==> config.mk <==
export PLATFORM = sky130hd
export DESIGN_NAME = conv_accum_flat
export DESIGN_NICKNAME = d
export VERILOG_FILES = /design/src/rtl/conv_pkg.sv /design/src/rtl/conv_accum_if.sv /design/src/rtl/conv_postproc.sv /design/src/rtl/conv_accum.sv /design/src/flat_wrapper.sv
export SDC_FILE = /design/constraint.sdc
export NUM_CORES = 1
export LEC_CHECK = 0
export ABC_CLOCK_PERIOD_IN_PS = 9500
export CORE_MARGIN = 5
export CORE_UTILIZATION = 50
export DETAILED_ROUTE_END_ITERATION = 7
export PLACE_DENSITY_LB_ADDON = 0.25
export SLEW_MARGIN = 20
export SYNTH_ARGS = -nofsm -noshare
export SYNTH_HDL_FRONTEND = slang
export SYNTH_SLANG_ARGS = --single-unit
==> constraint.sdc <==
create_clock -name clk -period 9.5 [get_ports clk]
set_input_delay 0.95 -clock clk [delete_from_list [all_inputs] [get_ports clk]]
set_output_delay 0.95 -clock clk [all_outputs]
set_load 0.01 [all_outputs]
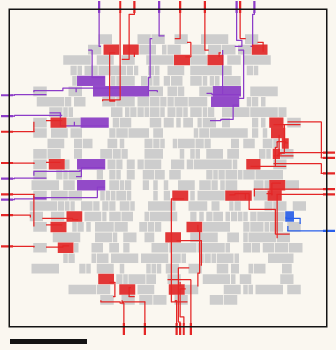
Figure 1: run 1, nets reached from selected ports.
Scale bar: 20 um.
Red is bias, bits 21, direction input, end cells 25, buffers 21, wire 491 um. Blue is bus_out_ready, bits 1, direction input, end cells 1, buffers 1, wire 16.1 um. Purple is bus_out_data, bits 8, direction output, end cells 8, buffers 8, wire 246 um.
Ports: 56
I/O Buffers: 55

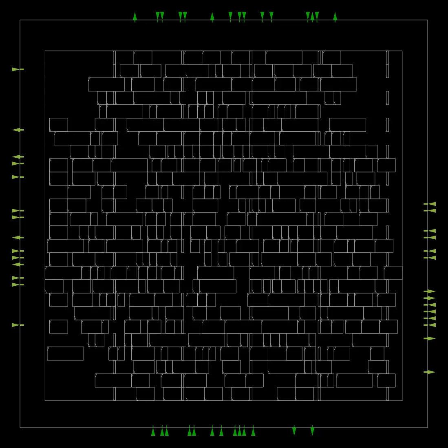
Figure 2: run 1, cell placement.
Util after Layout: 0.6467
registers: 35
n_taps: 70
CORE AREA: 5107 um2

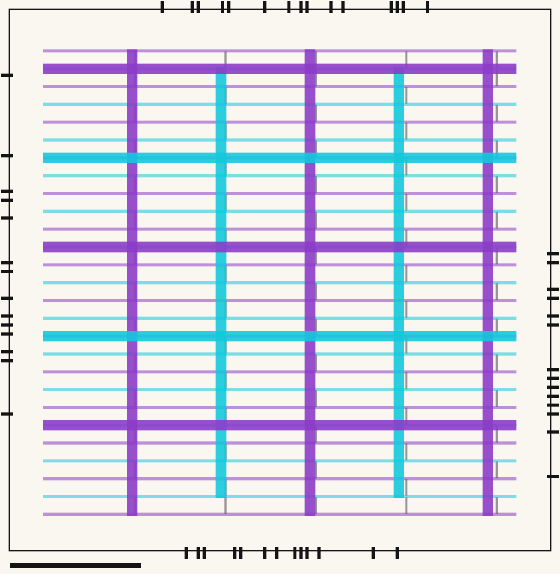
Figure 3: run 1, supply network.
Scale bar: 20 um. Pins as bars on the die edge. Tap cells in gray.
Cyan is VDD. Purple is VSS.
5 straps on met4. 56 signal pins sit on the boundary. The core has 26 rows.
Die Ht: 82.41 um
worst vdd ir: 76.68 uV

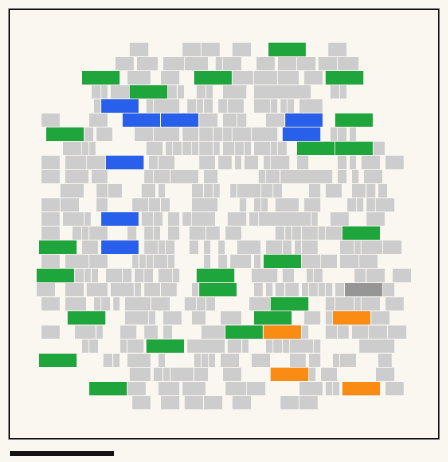
Figure 4: run 1, register map, names as in the netlist.
Scale bar: 20 um. Other sequential cells in the stronger gray, the rest of the logic in the fainter gray.
Orange is u_core.tap_idx, placed flops 4, where south-east. Green is u_core.r_acc_p0, placed flops 22, where all over the die. Blue is u_core.bus.out_data, placed flops 8.
Another 1 sequential cells are not colored.
Register Area: 700.7 um2
flop share of the area: 0.2121
Sequential Power: 155 uW

==> CHANGELOG.md, run 1 <==
### Metrics

* Worst clock skew at 12.41 ps
* Setup slack after layout at 5068 ps
* Met3 WL post-DR at 500 um
* Critical Path Max Stage Delay at 470 ps
* Clock H-tree levels at 2
* Die width at 82.41 um
* Post-CTS setup buffer count at 0
* Mux cell area share after synthesis at 0.09212
* Critical path class: flip-flop to flip-flop
* Top cell category: logic gates
* Outcome: completed
* Final cell count without fillers at 435
* Logic cell area at 1809 um2
* Nets at 425
* Cts repair resizes at 0
* R2R depth at 16
* Setup TNS at 0 ps
* CTS Buf Count at 5
* Remaining DRCs at 0
* Fill count at 446
* Non-clk bufs at 56
* Largest net degree at the start of global routing at 31
* Slowest cell on crit path: a2111oi_2
* Relative slew slack at 0.3531
* Crit path max fanout at 30
* Max_cap viols at 0
* Comb_multi_in at 258
* Longest Clk Path Bufs at 2
* Kind of end point of the critical path: flip-flop
* RSZ-0062 raised after global routing: no
* Final setup viols at 0
* Inserted Diodes at 0
* GRT met1 Usage at 0.2560
* Hold_buf cts at 0
* Routed wl met2 at 3175 um
* GRT met3 Usage at 0.04013
* Full die area at 6791 um2
* Crit path depth at 16
* Vias at 2,437
* Design area at 3303 um2
* Clock Buffer Count at 6
* Top FF cell, synth: dfxtp_1
* ClkCell Share at 0.03561
* Comb area share at 0.5477
* Average wire per standard cell at 15.28 um
* Cell type with the largest total area: dfxtp_1
* Distinct lib cells at 56
* Yosys aoi share at 0.2463
* TritonRoute pass-1 iters at 4
* Setup WS pre-CTS at 4990 ps
* Chip Area, Yosys at 2621 um2
* GRT busiest layer: met2
[run 1: logic make-up after synthesis]
logic type | count (synthesis)
and+or+nand+nor | 108
muxes | 22
buffers and inverters | 26
adders and majority gates | 19
AOI/OAI and AO/OA | 90
xor gates and xnor gates | 19
DFF | 35
[run 1: worst reg2reg max path, cell delays in order, from the launching register on]
cell,delay (ps)
dfxtp_1,360
inv_1,70
ha_1,170
nor3b_4,170
buf_4,370
mux2_2,240
ha_1,150
inv_1,50
fa_1,360
and2b_1,250
o2111ai_1,200
a2111oi_2,470
o311ai_1,230
a211oi_2,300
xor2_1,300
a41oi_4,260
a221o_1,350
[run 1: where the power goes]
part	total (mW)	leakage [nW]	internal, mW	switching [mW]
clock network	0.143	0.0612	0.0850	0.0579
logic	0.141	0.948	0.0642	0.0766
registers	0.155	0.284	0.152	0.00300
Figure 5. Cell density map (run 1).
Scale bar: 20 um. 8 x 8 tiles, from white (low) to dark blue (high), 0 to 100% covered.
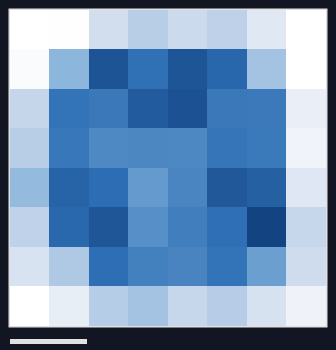

==> inputs of run 2 (changes only) <==
- ABC_CLOCK_PERIOD_IN_PS: 9500 -> 3680
- CORE_UTILIZATION: 50 -> 47
- clock period: 9.5 -> 3.68 ns (I/O delays scaled with it)
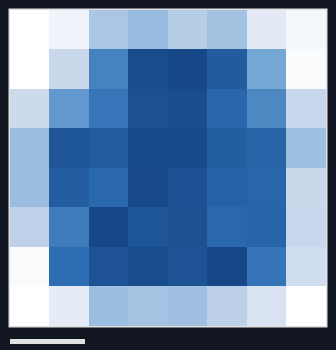
Figure 6: run 2, cell density map.
Scale bar: 20 um. 8 x 8 tiles, from white (low) to dark blue (high), 0 to 100% covered.
The densest ninth of the die: center. The mean over all tiles is 54%. The fullest tile reaches 91%. The emptiest ninth of the die: north-west.
CORE AREA: 5473 um2
fp_density: 0.4790
Util after Layout: 0.7206

==> run 2 against run 1 <==
Net effect:
- the run now ends with negative setup slack left
- clock power is 100% higher
- clock skew is 5.2 ps lower
- first-iteration DRC count is 39% higher
- highest routed layer unchanged
==> CHANGELOG.md, run 2 <==
### Metrics

* Mux cell area share after synthesis at 0.09212 (unchanged)
* Cts repair resizes at 30 (+30)
* Largest net degree at the start of global routing at 26 (-16%)
* Relative slew slack at 0.3513 (-0.001769)
* Longest Clk Path Bufs at 2 (unchanged)
* Final setup viols at 9 (+9)
* Remaining DRCs at 0 (unchanged)
* Worst clock skew at 7.189 ps (-5.218 ps)
* Design area at 3944 um2 (+19%)
* Register Area at 708.2 um2 (+1.1%)
* Clock H-tree levels at 2 (unchanged)
* Slowest cell on crit path: a2111oi_4
* Vias at 2,713 (+11%)
* Fill count at 427 (-4.3%)
* Setup WS pre-CTS at -117.7 ps (-5107 ps)
* Full die area at 7171 um2 (+5.6%)
* Chip Area, Yosys at 2621 um2 (unchanged)
* Average wire per standard cell at 16.13 um (+5.5%)
* Nets at 477 (+12%)
* Logic cell area at 2064 um2 (+14%)
* Cell type with the largest total area: dfxtp_1
* CTS Buf Count at 5 (unchanged)
* Setup slack after layout at -136.2 ps (-5204 ps)
* TritonRoute pass-1 iters at 4 (unchanged)
* Critical Path Max Stage Delay at 450 ps (-20 ps)
* Hold_buf cts at 0 (unchanged)
* Yosys aoi share at 0.2463 (unchanged)
* Critical path class: flip-flop to flip-flop
* Final cell count without fillers at 489 (+12%)
* Tot Pwr at 1.201 mW
* Distinct lib cells at 56 (unchanged)
* I/O Buffers at 55 (unchanged)
* Kind of end point of the critical path: flip-flop
* Max_cap viols at 0 (unchanged)
* CTS tree: built
* Setup TNS at -1115 ps (-1115 ps)
* Failing checks: negative setup slack
* Outcome: finished, violations left
* Crit path max fanout at 8 (-73%)
* Inserted Diodes at 0 (unchanged)
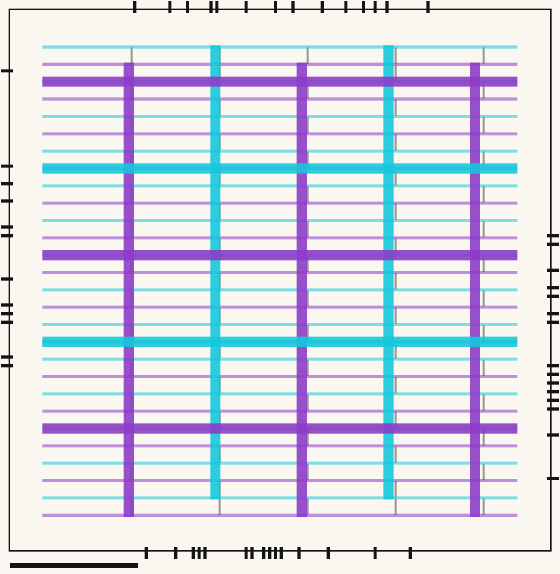
Figure 7: run 2, supply network.
Scale bar: 20 um. Pins as bars on the die edge. Tap cells in gray.
Cyan is VDD. Purple is VSS.
72 tap cells. 56 signal pins sit on the boundary. 28 met1 rails follow the rows.
die width: 84.68 um
Die Ht: 84.68 um
worst vdd ir: 223.4 uV

-- run 2: report_power, final --
group	internal [mW]	switching (mW)	total, mW	leakage, nW
Combinational	0.262	0.249	0.511	1.24
Clock	0.151	0.140	0.291	0.0482
Sequential	0.392	0.00799	0.400	0.286
-- run 2: cell type report --
cell class                      count  area share
Tap cell                           72     0.02284
Sequential cell                    35      0.1796
Clock inverter                      1    0.001269
Multi-Input combinational cell    258      0.5235
Inverter                            8    0.007614
Timing Repair Buffer              108      0.2433
Clock buffer                        7     0.02189
-- run 2: metal layers --
metal / routed length (um) / up-vias / track usage
met5: 0 / - / 0
met2: 4018 / 77 / 0.3851
met1: 3282 / 1275 / 0.2635
met4: 180 / 0 / 0.06475
met3: 404 / 19 / 0.04612
li1: - / 1342 / -
Power is estimated from default activity; no workload was simulated.
